==> images/m4.png <==
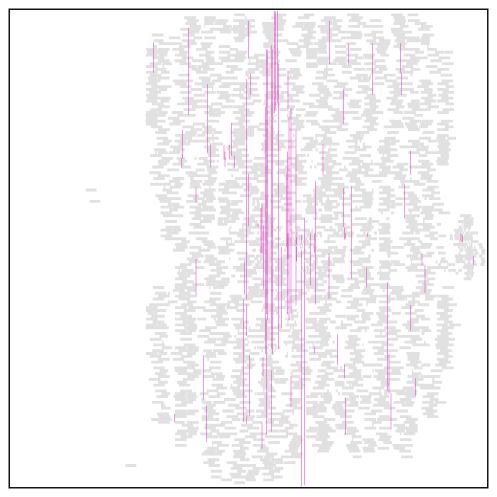
==> images/pinout.png <==
Pins as bars across the die edge, other pins in grey.
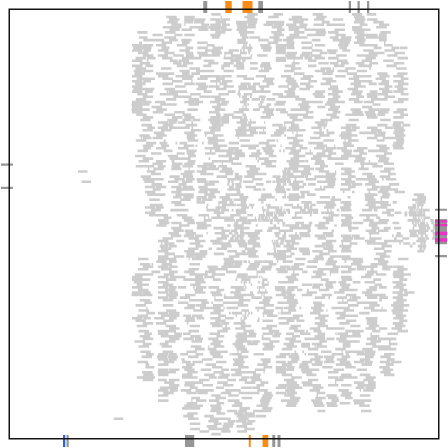
==> images/clock_wires.png <==
The bar under the picture is 100 um long.
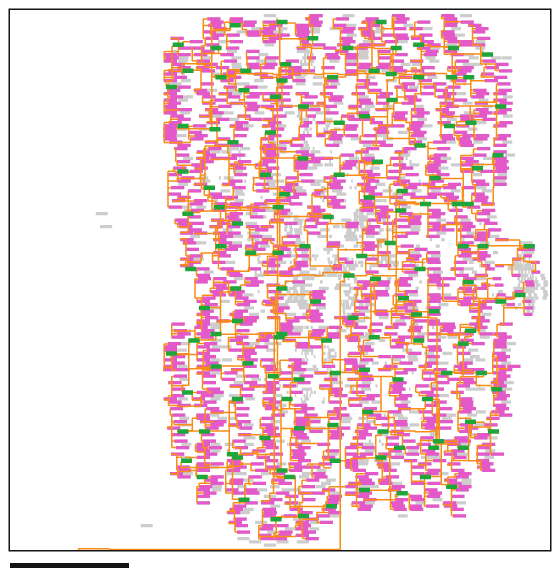
==> images/ff_map.png <==
Other sequential cells in the stronger grey, the rest of the logic in the fainter grey.
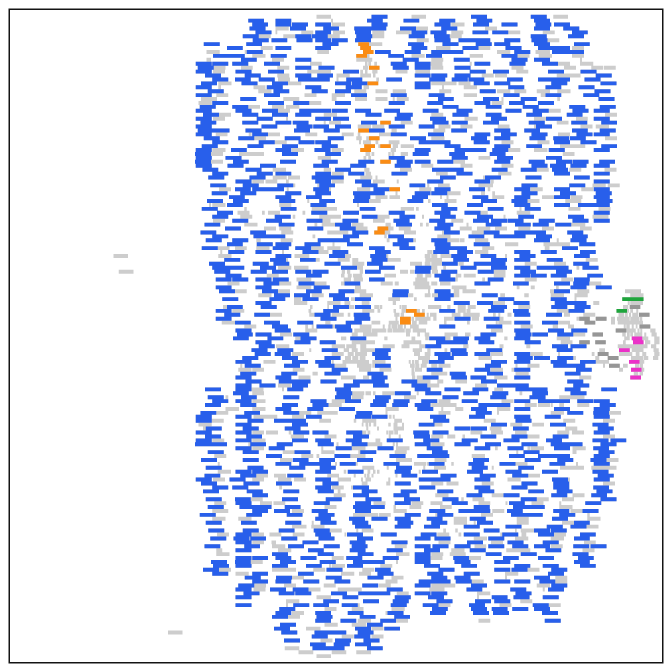
File: src/rtl/npu_instr_sequencer.sv
// Instruction sequencer: host-loaded instruction memory, PC walk, MVU/MFU stall handshakes.
// Optional NPU_SEQ_LOOP_EN adds loop_count to replay the program before signalling done.
`timescale 1ns/1ps
module npu_instr_sequencer #(
  parameter int INSTR_WIDTH = 20,
  parameter int IMEM_AWIDTH = 6,
  parameter int IMEM_DEPTH  = 1 << IMEM_AWIDTH
) (
  input  logic                   clk,
  input  logic                   reset_npu,
  input  logic                   imem_wr_en,
  input  logic [IMEM_AWIDTH-1:0] imem_wr_addr,
  input  logic [INSTR_WIDTH-1:0] imem_wr_data,
  input  logic                   start,
  input  logic [IMEM_AWIDTH-1:0] start_pc,
`ifdef NPU_SEQ_LOOP_EN
  input  logic [7:0]             loop_count,
`endif
  input  logic                   mvu_done,
  input  logic                   mfu_done,
  output logic [INSTR_WIDTH-1:0] instruction,
  output logic                   instr_valid,
  output logic                   busy,
  output logic                   done,
  output logic                   error,
  output logic [IMEM_AWIDTH-1:0] pc
);

  // END_CHAIN with a zero payload keeps the decoder's units parked.
  localparam logic [INSTR_WIDTH-1:0] IDLE_WORD = {4'd11, {(INSTR_WIDTH-4){1'b0}}};

  typedef enum logic [2:0] {
    S_IDLE,
    S_FETCH,
    S_ISSUE,
    S_WAIT_MVU,
    S_WAIT_MFU,
    S_DONE
  } state_e;

  typedef enum logic [2:0] {
    C_NEXT,
    C_MVU,
    C_MFU,
    C_END,
    C_ILL
  } op_class_e;

  function automatic op_class_e classify(input logic [3:0] op);
    case (op)
      4'd0, 4'd1, 4'd2, 4'd6:               classify = C_NEXT;
      4'd3:                                 classify = C_MVU;
      4'd4, 4'd5, 4'd7, 4'd8, 4'd9, 4'd10:  classify = C_MFU;
      4'd11:                                classify = C_END;
      default:                              classify = C_ILL;
    endcase
  endfunction

  state_e                 state, state_d;
  op_class_e              op_cls;
  logic                   pc_step;
  logic                   pc_reload;
  logic                   loop_again;
  logic [IMEM_AWIDTH-1:0] reload_pc;
  logic                   mvu_seen;
  logic                   mfu_seen;
  logic                   start_acc;

  logic [INSTR_WIDTH-1:0] imem [IMEM_DEPTH];

  assign op_cls    = classify(instruction[INSTR_WIDTH-1 -: 4]);
  assign start_acc = (state == S_IDLE) && start;
  assign busy      = (state != S_IDLE);
  assign done      = (state == S_DONE);

`ifdef NPU_SEQ_LOOP_EN
  logic [7:0]             loop_rem;
  logic [IMEM_AWIDTH-1:0] start_pc_q;

  // loop_rem counts passes still owed after the current one.
  always_ff @(posedge clk) begin
    if (reset_npu) begin
      loop_rem   <= 8'd0;
      start_pc_q <= '0;
    end else if (start_acc) begin
      loop_rem   <= (loop_count == 8'd0) ? 8'd0 : loop_count - 8'd1;
      start_pc_q <= start_pc;
    end else if (pc_reload) begin
      loop_rem   <= loop_rem - 8'd1;
    end
  end

  assign loop_again = (loop_rem != 8'd0);
  assign reload_pc  = start_pc_q;
`else
  assign loop_again = 1'b0;
  assign reload_pc  = pc;
`endif

  always_ff @(posedge clk) begin
    if (reset_npu) state <= S_IDLE;
    else           state <= state_d;
  end

  always_comb begin
    state_d   = state;
    pc_step   = 1'b0;
    pc_reload = 1'b0;
    case (state)
      S_IDLE:  if (start) state_d = S_FETCH;
      S_FETCH: state_d = S_ISSUE;
      S_ISSUE: begin
        case (op_cls)
          C_NEXT: begin
            state_d = S_FETCH;
            pc_step = 1'b1;
          end
          C_MVU:  state_d = S_WAIT_MVU;
          C_MFU:  state_d = S_WAIT_MFU;
          C_END: begin
            if (loop_again) begin
              state_d   = S_FETCH;
              pc_reload = 1'b1;
            end else begin
              state_d   = S_DONE;
            end
          end
          default: state_d = S_DONE;
        endcase
      end
      S_WAIT_MVU: begin
        if (mvu_seen || mvu_done) begin
          state_d = S_FETCH;
          pc_step = 1'b1;
        end
      end
      S_WAIT_MFU: begin
        if (mfu_seen || mfu_done) begin
          state_d = S_FETCH;
          pc_step = 1'b1;
        end
      end
      S_DONE:  state_d = S_IDLE;
      default: state_d = S_IDLE;
    endcase
  end

  // Host loads only while idle; the array itself is never reset.
  always_ff @(posedge clk) begin
    if (imem_wr_en && (state == S_IDLE)) imem[imem_wr_addr] <= imem_wr_data;
  end

  // Width of pc makes the increment wrap modulo IMEM_DEPTH.
  always_ff @(posedge clk) begin
    if (reset_npu)      pc <= '0;
    else if (start_acc) pc <= start_pc;
    else if (pc_reload) pc <= reload_pc;
    else if (pc_step)   pc <= pc + IMEM_AWIDTH'(1);
  end

  // The instruction register is the memory's read register, so FETCH->ISSUE is one cycle.
  always_ff @(posedge clk) begin
    if (reset_npu) begin
      instruction <= IDLE_WORD;
      instr_valid <= 1'b0;
    end else begin
      instr_valid <= (state == S_FETCH);
      if (state == S_FETCH)       instruction <= imem[pc];
      else if (state_d == S_DONE) instruction <= IDLE_WORD;
    end
  end

  // A done arriving in the ISSUE cycle of its waiter wins over the clear.
  always_ff @(posedge clk) begin
    if (reset_npu) begin
      error    <= 1'b0;
      mvu_seen <= 1'b0;
      mfu_seen <= 1'b0;
    end else begin
      if (start_acc)                                  error <= 1'b0;
      else if ((state == S_ISSUE) && (op_cls == C_ILL)) error <= 1'b1;

      if (state != S_IDLE) begin
        if (mvu_done)                                       mvu_seen <= 1'b1;
        else if ((state == S_ISSUE) && (op_cls == C_MVU))   mvu_seen <= 1'b0;
        if (mfu_done)                                       mfu_seen <= 1'b1;
        else if ((state == S_ISSUE) && (op_cls == C_MFU))   mfu_seen <= 1'b0;
      end
    end
  end

endmodule
File: config.mk
export PLATFORM = sky130hd
export DESIGN_NAME = npu_instr_sequencer
export DESIGN_NICKNAME = d
export VERILOG_FILES = /design/src/rtl/npu_instr_sequencer.sv
export SDC_FILE = /design/constraint.sdc
export NUM_CORES = 1
export LEC_CHECK = 0
export CORE_MARGIN = 1.5
export CORE_UTILIZATION = 25
export CTS_CLUSTER_SIZE = 14
export DETAILED_ROUTE_END_ITERATION = 12
export DONT_BUFFER_PORTS = 1
export GPL_TIMING_DRIVEN = 0
export MAX_ROUTING_LAYER = met4
export PLACE_DENSITY = 0.43
export SYNTH_ARGS = -nofsm -noshare
export SYNTH_HDL_FRONTEND = slang
export SYNTH_SLANG_ARGS = --single-unit
File: constraint.sdc
create_clock -name clk -period 4.3 [get_ports clk]
set_clock_uncertainty 0.1 [all_clocks]
set_input_delay 0.645 -clock clk [delete_from_list [all_inputs] [get_ports clk]]
set_output_delay 0.645 -clock clk [all_outputs]
set_load 0.01 [all_outputs]
==> results.txt <==
Notes from the flow run.

Status:
- The run finished with clean final reports.

Route:
- The run puts the average wire per cell in the routed design at 28.1 um.
- The run gives the count of routing violations after the opening detailed-route iteration as 2455.
- The routed design uses 7.36 mm of met3 wire.
- The run gives the detailed-router iteration count before antenna repair as 8.
- The routed design has 145 mm of wire.
- The run gives the post-detailed-route via-to-cell ratio as 4.58.
- The run gives the via count as 23500.
- The run puts the count of unresolved DRC violations after routing at 0.
- The run gives the length of routed wiring on met1 as 59.1 mm.

Synth:
- The run gives the number of synthesized flops with an enable pin as 1280.
- The run puts the total number of yosys warnings at 0.
- The run puts the number of nets produced by synthesis at 2217.
- The run gives the post-synthesis average cell area as 23.1 um^2.
- After synthesis, the netlist uses 51 different library cells.
- The run gives the post-synthesis cell type with the largest combined area as sky130_fd_sc_hd__edfxtp_1.
- The synthesized instance count is 2178.
- The run gives the total cell area reported by yosys after synthesis as 50400 um^2.
- The run gives the share of Yosys cell area claimed by the top area cell type as 76.2%.
- Per the synth log, the flip-flop and latch total comes to 1322.
- In the synthesized netlist the async set-or-reset flop fraction comes to 0%.
- For this run, the register share of the synthesized area comes to 77.9%.

STA:
- For reference, the final report shows the hold violation count at 0.
- The run gives the share of the cycle needed by the critical path after routing as 95.5%.
- The run puts the minimum clock period after layout at 4.11 ns.
- The run gives the maximum clock frequency as 0.244 GHz.
- The run gives the total negative setup slack as 0 ns.
- The run gives the final worst setup slack as 0.195 ns.
- The run gives the remaining max-slew budget at the tightest pin as 7.61%.
- Per the final report, max-transition violations number 0.
- Setup repair after global routing left no endpoint under its margin.
- The run puts the transition time of the tightest slew-check pin at 1.38 ns.

Final layout:
- The run puts the fraction of final layout cells sized beyond drive strength 1 at 29.7%.
- The run gives the final standard cell area without fillers as 59700 um^2.
- The run puts the number of inserted diodes at 7.
- The run gives the post-route non-filler standard cell count as 5138.
- The run puts the relative area of non-clock buffer cells in the final design at 2.86%.
- The run gives the clock buffer instance count of the final layout as 182.
- According to the cell report, the number of logic gates is 736.
- Looking at the area split, the leading class of cells is registers.
- The run puts the number of fill cells in the layout at 19200.
- The run gives the combinational fraction of the cell area as 18.5%.
- Per the cell usage report, the commonest logic cell in the layout is sky130_fd_sc_hd__edfxtp_1.
- For this run, the share of the core covered by cells in the final layout is 29.8%.
- The run puts the synthesis-to-layout area growth at 18.4%.
- The final layout report lists a non-clock inverter count of 9.
- Per the cell usage report, the commonest logic cells after layout are sky130_fd_sc_hd__edfxtp_1 (1280), sky130_fd_sc_hd__mux4_2 (380), sky130_fd_sc_hd__clkbuf_16 (141), sky130_fd_sc_hd__clkbuf_1 (67).
- The run gives the clock tree cell share of total cell area as 7.16%.
- According to the finish report, the design has a final net count of 2409.

Global routing:
- The run gives the initial antenna violation count as 8.
- The run gives the number of global-route vias before repair as 24600.
- The run puts the global route total overflow at 0.
- Global route summary, busiest routing layer listed as met2.
- The run puts the met2 track demand over resource at 23.9%.
- Entering global routing, the biggest net connects 65 pins.
- The run puts the met3 track demand over resource in global routing at 2.56%.
- The run gives the combined global-route utilization of all metal layers as 14.6%.
- The run gives the met1 demand-to-capacity share in global routing as 17.7%.

Floorplanning:
- 68 I/O pins were placed.
- The run puts the well tap count at 2656.
- The run gives the area of the die as 204000 um^2.
- The run gives the core area as 200000 um^2.
- Measured along the y axis, the die boundary spans 452 um.
- The run puts the number of rows in the core area at 164.

Pwr:
- The run gives the highest-power group as sequential cells.
- The clock network is responsible for 39.4% of the overall power.
- The run gives the combinational gate power as 3.30 mW.
- In this run the VDD rail shows a maximum IR drop of 0.432 mV.
- In this run, power in the clock network comes to 11.5 mW.
- The run puts the final total power at 29.1 mW.

CTS:
- The number of setup buffers added after CTS is 0.
- The run gives the hold-fix buffer count after cts as 29.
- The run puts the number of levels in the clock H-tree at 4.
- TritonCTS built the clock tree.
- The run gives the clock-pin slew on the worst setup and hold paths as 0.06 ns.
- The run puts the number of buffers created by CTS at 136.
- The run puts the number of buffers on the longest clock path at 3.
- The tree is rooted in a sky130_fd_sc_hd__clkbuf_16.
- The run gives the insertion delay of the later-clocked pin in the worst-skew pair as 0.78 ns.

Hold path:
- The run gives the class of the most critical hold timing path as input port to flop.

Place:
- In this run, placement finished with an instance count of 4859.
- The run puts the placer congestion estimate at 0.899.
- The run gives the number of input and output port buffers inserted as 0.
- The run gives the HPWL after detailed placement as 92.3 mm.

Worst setup path:
- Grouping stages by cell kind, the critical path spends the most delay in buffers and inverters.
- The run gives the type of destination of the critical path as a flop.
- For the worst setup path, the data required time is 4.83 ns.
- The run gives the data arrival at the endpoint of the critical path as 4.63 ns.

Run:
- Max-cap violations in this run came to 0.
- The run puts the number of warnings in the stage logs at 27.
About m4.png:
The wires run mostly vertical. 60 nets have wire on it.

About pinout.png:
Key: `instruction` = orange [pins 20, direction output, edge 16 top, 4 bottom]; `clk` = blue [pins 1, direction input, edge bottom]; `pc` = magenta [pins 6, direction output, edge right]

About clock_wires.png:
Key: clock-net drivers = green [count 136]; flip-flops = magenta [count 1322]; clock wires = orange [length 16000 um]
There are 137 routed clock nets.

About ff_map.png:
Key: `imem` = blue [sequential cells 1280]; `instruction` = orange [sequential cells 20]; `pc` = magenta [sequential cells 6, where right middle]; `state` = green [sequential cells 3]
Another 13 sequential cells are not coloured.

-- cell families after synthesis --
group | Yosys count | share of synthesized area, %
xor gates and xnor gates | 4 | 0.0695
muxes | 421 | 17.8
AOI/OAI and AO/OA | 122 | 1.49
and+or+nand+nor | 188 | 1.64
DFF | 1322 | 77.9
adders and majority gates | 1 | 0.0248
buffers and inverters | 120 | 1.07
-- path summary, 6_finish.rpt --
kind	start	to	slack, ns
max	flop	instruction[13]	0.19
min	start	state[0]	0.1
max reg2reg	flop	instruction[13]	0.19
min reg2reg	mfu_seen	mfu_seen	0.41
-- state kept, by name, indices dropped and copies added (netlist names), named ones only --
| name | cells |
|---|---|
| state | 3 |
| instruction | 20 |
| mfu_seen | 1 |
| imem | 1280 |
| mvu_seen | 1 |
| instr_valid | 1 |
| pc | 6 |
| error | 1 |
| op_cls | 3 |
Power figures rest on the tool's default switching activity, not on a simulated workload.
